File: src/rtl/rr_timed_arbiter.sv
// Round-robin arbiter over NPORTS requesters; each port's grant is bounded by
// a per-port length timer loaded from header flits.
module rr_timed_arbiter #(
    parameter int                NPORTS  = 5,
    parameter int                LEN_W   = 12,
    parameter int                FID_W   = 3,
    parameter logic [FID_W-1:0]  HEAD_ID = 3'b001
) (
    input  logic                    clk,
    input  logic                    rst,
    input  logic [NPORTS-1:0]       req,
    input  logic [NPORTS*FID_W-1:0] flit_id,
    input  logic [NPORTS*LEN_W-1:0] length,
    output logic [NPORTS-1:0]       grant,
    output logic                    grant_valid,
    output logic [NPORTS-1:0]       timeout
);
    localparam int PTR_W = $clog2(NPORTS);

    typedef enum logic {
        S_IDLE  = 1'b0,
        S_GRANT = 1'b1
    } state_t;

    state_t            state_r;
    state_t            state_s;
    logic [PTR_W-1:0]  last_r;
    logic [PTR_W-1:0]  last_s;
    logic [NPORTS-1:0] grant_r;
    logic [NPORTS-1:0] grant_s;
    logic              grant_valid_r;
    logic [NPORTS-1:0] timeout_r;
    logic [NPORTS-1:0] timeout_s;
    logic [NPORTS-1:0] scan_req_s;
    logic              pick_found_s;
    logic [PTR_W-1:0]  pick_idx_s;
    logic [NPORTS-1:0] timesup_s;
    logic [LEN_W-1:0]  count_r [NPORTS];
    logic [LEN_W-1:0]  limit_r [NPORTS];

    function automatic logic [PTR_W-1:0] wrap_idx(input logic [PTR_W-1:0] base, input int off);
        logic [PTR_W:0] sum;
        sum = {1'b0, base} + (PTR_W+1)'(off);
        if (sum >= (PTR_W+1)'(NPORTS)) begin
            sum = sum - (PTR_W+1)'(NPORTS);
        end else begin
            sum = sum;
        end
        return sum[PTR_W-1:0];
    endfunction

    assign grant       = grant_r;
    assign grant_valid = grant_valid_r;
    assign timeout     = timeout_r;

    // While granted, the holder is excluded so it cannot be re-granted directly.
    assign scan_req_s = (state_r == S_GRANT) ? (req & ~grant_r) : req;

    // Timer expiry per port.
    always_comb begin
        timesup_s = '0;
        for (int i = 0; i < NPORTS; i++) begin
            timesup_s[i] = (count_r[i] == limit_r[i]);
        end
    end

    // Round-robin pick: farthest offset first so the nearest requester after last wins.
    always_comb begin
        pick_found_s = 1'b0;
        pick_idx_s   = '0;
        for (int off = NPORTS; off >= 1; off--) begin
            if (scan_req_s[wrap_idx(last_r, off)]) begin
                pick_found_s = 1'b1;
                pick_idx_s   = wrap_idx(last_r, off);
            end else begin
                pick_found_s = pick_found_s;
                pick_idx_s   = pick_idx_s;
            end
        end
    end

    // Next state, next pointer and next registered outputs.
    always_comb begin
        state_s   = state_r;
        last_s    = last_r;
        grant_s   = '0;
        timeout_s = '0;
        case (state_r)
            S_IDLE: begin
                if (pick_found_s) begin
                    state_s = S_GRANT;
                    last_s  = pick_idx_s;
                end else begin
                    state_s = S_IDLE;
                end
            end
            S_GRANT: begin
                if (req[last_r] && !timesup_s[last_r]) begin
                    state_s = S_GRANT;
                end else begin
                    // Still requesting here means the timer forced the release.
                    timeout_s[last_r] = req[last_r];
                    if (pick_found_s) begin
                        last_s = pick_idx_s;
                    end else begin
                        state_s = S_IDLE;
                    end
                end
            end
            default: begin
                state_s = S_IDLE;
            end
        endcase
        grant_s[last_s] = (state_s == S_GRANT);
    end

    // FSM state and registered outputs.
    always_ff @(posedge clk or posedge rst) begin
        if (rst) begin
            state_r       <= S_IDLE;
            last_r        <= PTR_W'(NPORTS - 1);
            grant_r       <= '0;
            grant_valid_r <= 1'b0;
            timeout_r     <= '0;
        end else begin
            state_r       <= state_s;
            last_r        <= last_s;
            grant_r       <= grant_s;
            grant_valid_r <= |grant_s;
            timeout_r     <= timeout_s;
        end
    end

    // Per-port hold counters and header-loaded limits.
    always_ff @(posedge clk or posedge rst) begin
        if (rst) begin
            for (int i = 0; i < NPORTS; i++) begin
                count_r[i] <= '0;
                limit_r[i] <= '0;
            end
        end else begin
            for (int i = 0; i < NPORTS; i++) begin
                if (grant_r[i] && grant_s[i]) begin
                    if (count_r[i] != '1) begin
                        count_r[i] <= count_r[i] + LEN_W'(1);
                    end else begin
                        count_r[i] <= count_r[i];
                    end
                end else begin
                    count_r[i] <= '0;
                end
                if (flit_id[i*FID_W +: FID_W] == HEAD_ID) begin
                    limit_r[i] <= length[i*LEN_W +: LEN_W];
                end else begin
                    limit_r[i] <= limit_r[i];
                end
            end
        end
    end

endmodule
File: config.mk
export PLATFORM = sky130hd
export DESIGN_NAME = rr_timed_arbiter
export DESIGN_NICKNAME = d
export VERILOG_FILES = /design/src/rtl/rr_timed_arbiter.sv
export SDC_FILE = /design/constraint.sdc
export NUM_CORES = 1
export LEC_CHECK = 0
export ABC_AREA = 1
export CAP_MARGIN = 30
export CORE_ASPECT_RATIO = 0.75
export CORE_MARGIN = 2
export CORE_UTILIZATION = 40
export DETAILED_ROUTE_END_ITERATION = 7
export GPL_TIMING_DRIVEN = 1
export PLACE_DENSITY = 0.64
export SETUP_SLACK_MARGIN = 0.1
export SYNTH_ARGS = -nofsm -noshare
export SYNTH_HDL_FRONTEND = slang
export SYNTH_SLANG_ARGS = --single-unit
File: constraint.sdc
create_clock -name clk -period 5.7 [get_ports clk]
set_input_delay 1.425 -clock clk [delete_from_list [all_inputs] [get_ports clk]]
set_output_delay 1.425 -clock clk [all_outputs]
set_load 0.01 [all_outputs]
### Sequential cells grouped by signal name, run 1

Bar = 50 um. Other sequential cells in the stronger gray, the rest of the logic in the fainter gray.
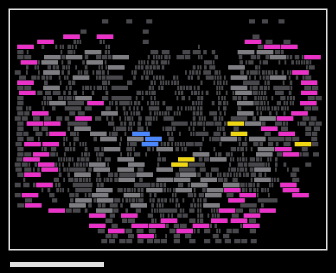
Magenta marks limit_r, sequential cells 60, where all over the die. Yellow marks timeout, sequential cells 5. Blue marks last_r, sequential cells 3.
Another 67 sequential cells are not colored.
Layout Utilization: 50.2%
register area: 0.00338 mm^2
flop share of the area: 34.4%
seq pwr: 1.22 mW

### Close-up of the layout, run 1

Bar = 20 um. Region (59, 64) to (109, 114) um. Cells in gray, sequential cells in the stronger gray; small squares are vias.
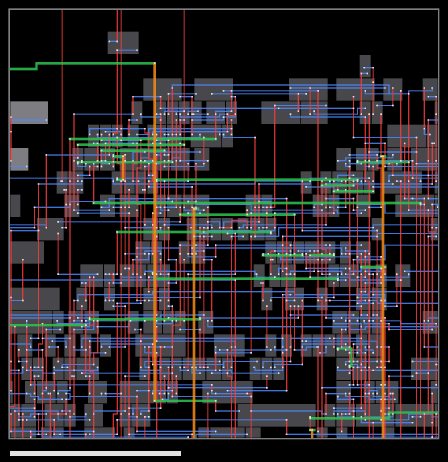
Green marks M3. Orange marks M4. Red marks M2. Blue marks M1.
186 logic cells have their middle in the window. Most frequent: nand2_1 (72), nand3_1 (36), inv_1 (17). Sequential cells in the window: 0.

### Clock wiring as the flow saved it, run 1

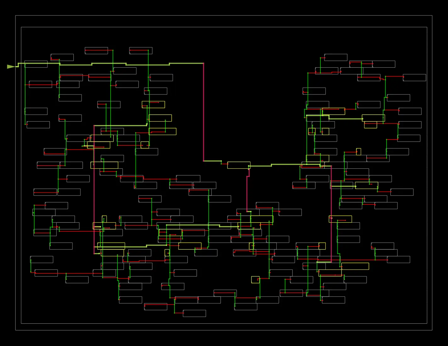
tally of clock buffers in the finished layout: 18
final sequential cell count: 135

### I/O pins on the die edge, run 1

Bar = 50 um. Pins as bars across the die edge, other pins in gray.
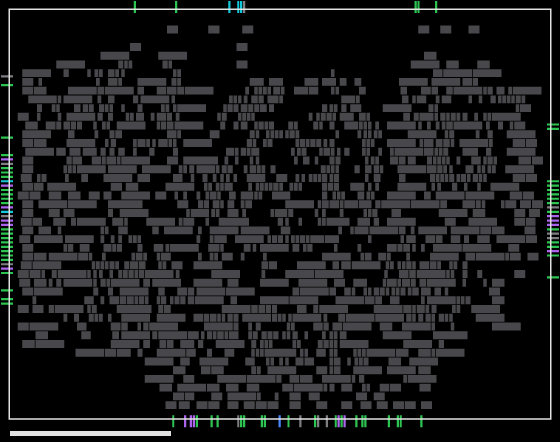
Cyan marks req, pins 5, direction input, edge 3 top, 2 left. Blue marks rst, pins 1, direction input, edge bottom. Purple marks flit_id, pins 15, direction input, edge 6 left, 5 bottom, 4 right. Green marks length, pins 60, direction input, edge 22 left, 19 bottom, 14 right, 5 top.
All pins by edge: 34 left, 29 bottom, 21 right, 9 top.
number of buffers added on ports: 92
die boundary height: 127 um

==> impl.org, run 1 <==
#+TITLE: Synthesis and PnR summary

** Clock network
- The longest clock path from root to sink contains 2 buffers.
- Looking at the worst setup and hold paths, the clock pins of their registers show a slew of 0.06 ns.
- Per the TritonCTS log, the buffer count is 17.

** Finish
- The most common logic cell in the final layout is nand2_1.
- Non-clock buffers make up 9.79% of the layout cell area.
- The number of multi-input combinational cells in the layout is 712.
- Among all cell classes, the greatest summed area belongs to combinational gates.
- Top Layout Cells :: nand2_1, dfrtp_1, inv_1
- Largest registers :: count_r x60, limit_r x60
- Per the layout report, the design carries 123 non-clock inverters.

** Drt
- Once detail routing completed, the nets flagged for antenna violations numbered 0.
- Post-route met1 wirelength :: 9050 um
- Mean routed wirelength per cell :: 13.6 um
- Overall routed net length :: 18,300 um

** Hold path
- Checking hold timing, the worst path is listed with class flop to flop.
- Worst hold start :: limit_r[23]
- Depth of the worst hold-timing path :: 2

** Placed design
- Weighted congestion at the end of routability-driven global placement :: 0.941
- Summed over all nets, the half-perimeter wirelength after detailed placement is 13,600 um.
- After detailed placement, the design holds a cell count of 1,317.

** Synthesis
- Area contributors post-synth :: dfrtp_1, nand2_1, inv_1
- Area share, top type :: 41.5%
- By instance count, the leading cell after synthesis is nand2_1.
- Cell Area, Synth :: 0.00808 mm^2
- Post-synth top flop :: dfrtp_1
- Of the post-synthesis cell area, the part taken by muxes is 5.79%.

** Flow run
- Count of tool warnings :: 37
- The tool flagged a number of max-cap violations equal to 0.

** Worst setup path
- In this run the worst path has a maximum fanout of 12.
- Cell-by-cell trace of the critical path :: inv_1 -> ha_1 -> ha_1 -> nand2_2 -> nand3_2 -> nand2_1 -> xor2_1 -> nor2_1 -> a21oi_1 -> nand3_2 -> nand2_4 -> nand2_1 -> a21oi_4 -> nand3_2 -> nor2_1
- Data arrival time at the worst-slack endpoint :: 4.25 ns
- The worst setup path is captured at a flop.
- Among all stages on the critical path, the largest delay is contributed by dfrtp_1.
- The worst register-to-register path has a depth of 15.
- Worst reg2reg path endpoint :: count_r[35]
- CP max stage delay :: 0.63 ns
- Register-to-register path setup slack :: 1.79 ns

** Power and ir drop
- The script computed the net switching share of total power as 45.2%.
- PnR Total Power :: 4.94 mW
- Worst IR Drop VDD :: 414 uV

** Final timing
- Slew of the pin with the lowest slew margin :: 0.539 ns
- Min Clock Period, post-route :: 3.91 ns
- Max-slew check failures listed in the final report amount to 0.

** Global routing
- Global-route wire length before repair :: 31,200 um
- The global route stage reports its total congestion overflow as 0.
- Vias in the first global route :: 6,371
- Routing resource usage on met2 recorded by global route was 28.2%.

** Floorplan
- Core Rows :: 44

** Run status
- Outcome :: finished clean
### Signal wires on met1, run 1

Bar = 50 um.
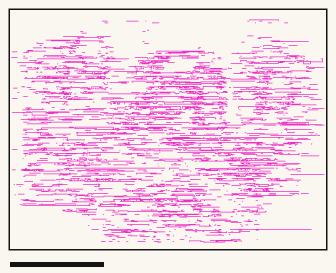

==> run 2, diff against run 1 <==
--- a/config.mk
+++ b/config.mk
@@ -12,7 +12,7 @@
 export CORE_UTILIZATION = 40
 export DETAILED_ROUTE_END_ITERATION = 7
 export GPL_TIMING_DRIVEN = 1
-export PLACE_DENSITY = 0.64
+export PLACE_DENSITY = 0.66
 export SETUP_SLACK_MARGIN = 0.1
 export SYNTH_ARGS = -nofsm -noshare
 export SYNTH_HDL_FRONTEND = slang
==> constraint.sdc (replaced) <==
create_clock -name clk -period 3.6 [get_ports clk]
set_input_delay 0.9 -clock clk [delete_from_list [all_inputs] [get_ports clk]]
set_output_delay 0.9 -clock clk [all_outputs]
set_load 0.01 [all_outputs]
### Signal wires on met1, run 2

Bar = 50 um.
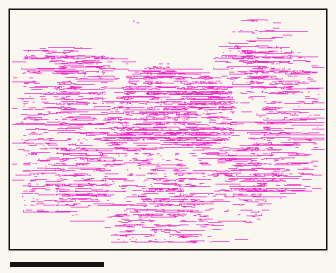
1,078 nets have wire on it. The wires run mostly horizontal.
overall routed net length: 18,800 um
met1 layer usage reported by global route: 26.9%
via count: 6,627

==> run 2 against run 1 <==
Against the previous run:
- wire length is 2.3% higher
- critical endpoint is now count_r[34]
- clock skew is 0.0037 ns higher
- synthesized area stayed put
- largest cell class unchanged
- worst hold slack improved by 0.0024 ns
- largest power group unchanged
==> impl.org, run 2 <==
#+TITLE: Synthesis and PnR summary

** Hold path
- The worst hold path stage count was 1 (was 2).

** Drt
- Mean routed wirelength per cell :: 13.8 um (was 13.6 um)

** Synthesis
- The leading cell type by number of instances after synthesis is nand2_1 (unchanged).
- The area fraction in mux cells was 5.79% (unchanged).

** Floorplan
- Die boundary height :: 127 um (unchanged)
- The placement row count is 44 (unchanged).

** Clock network
- Number of clock buffers inserted by TritonCTS :: 17 (unchanged)

** Worst setup path
- The capturing element type of the critical path was a flop (unchanged).
- The highest net fanout along the worst path was 12 (unchanged).
- Cell with the largest stage delay on the worst path :: fa_1 (was dfrtp_1)
- Count of cells along the worst register-to-register path :: 20 (was 15)
- Data arrival time at the worst-slack endpoint :: 3.59 ns (was 4.25 ns)

** Finish
- The clock buffer instance count of the final layout was 19 (was 18).
- The share of the final layout cell area in sequential cells is 34.2% (was 34.4%).
- Register area :: 0.00338 mm^2 (unchanged)

** Flow run
- Max Cap Violations :: 0 (unchanged)

** Run status
- Outcome :: finished clean (unchanged)

** Global routing
- Grt total ovfl :: 0 (unchanged)

** Power and ir drop
- The total power was 7.94 mW (was 4.94 mW).
- Worst IR Drop VDD :: 865 uV (was 414 uV)

** Placed design
- Number of buffers added on ports :: 92 (unchanged)

** Final timing
- Slew of the pin with the lowest slew margin :: 0.476 ns (was 0.539 ns)
Power and IR drop assume default switching activity.
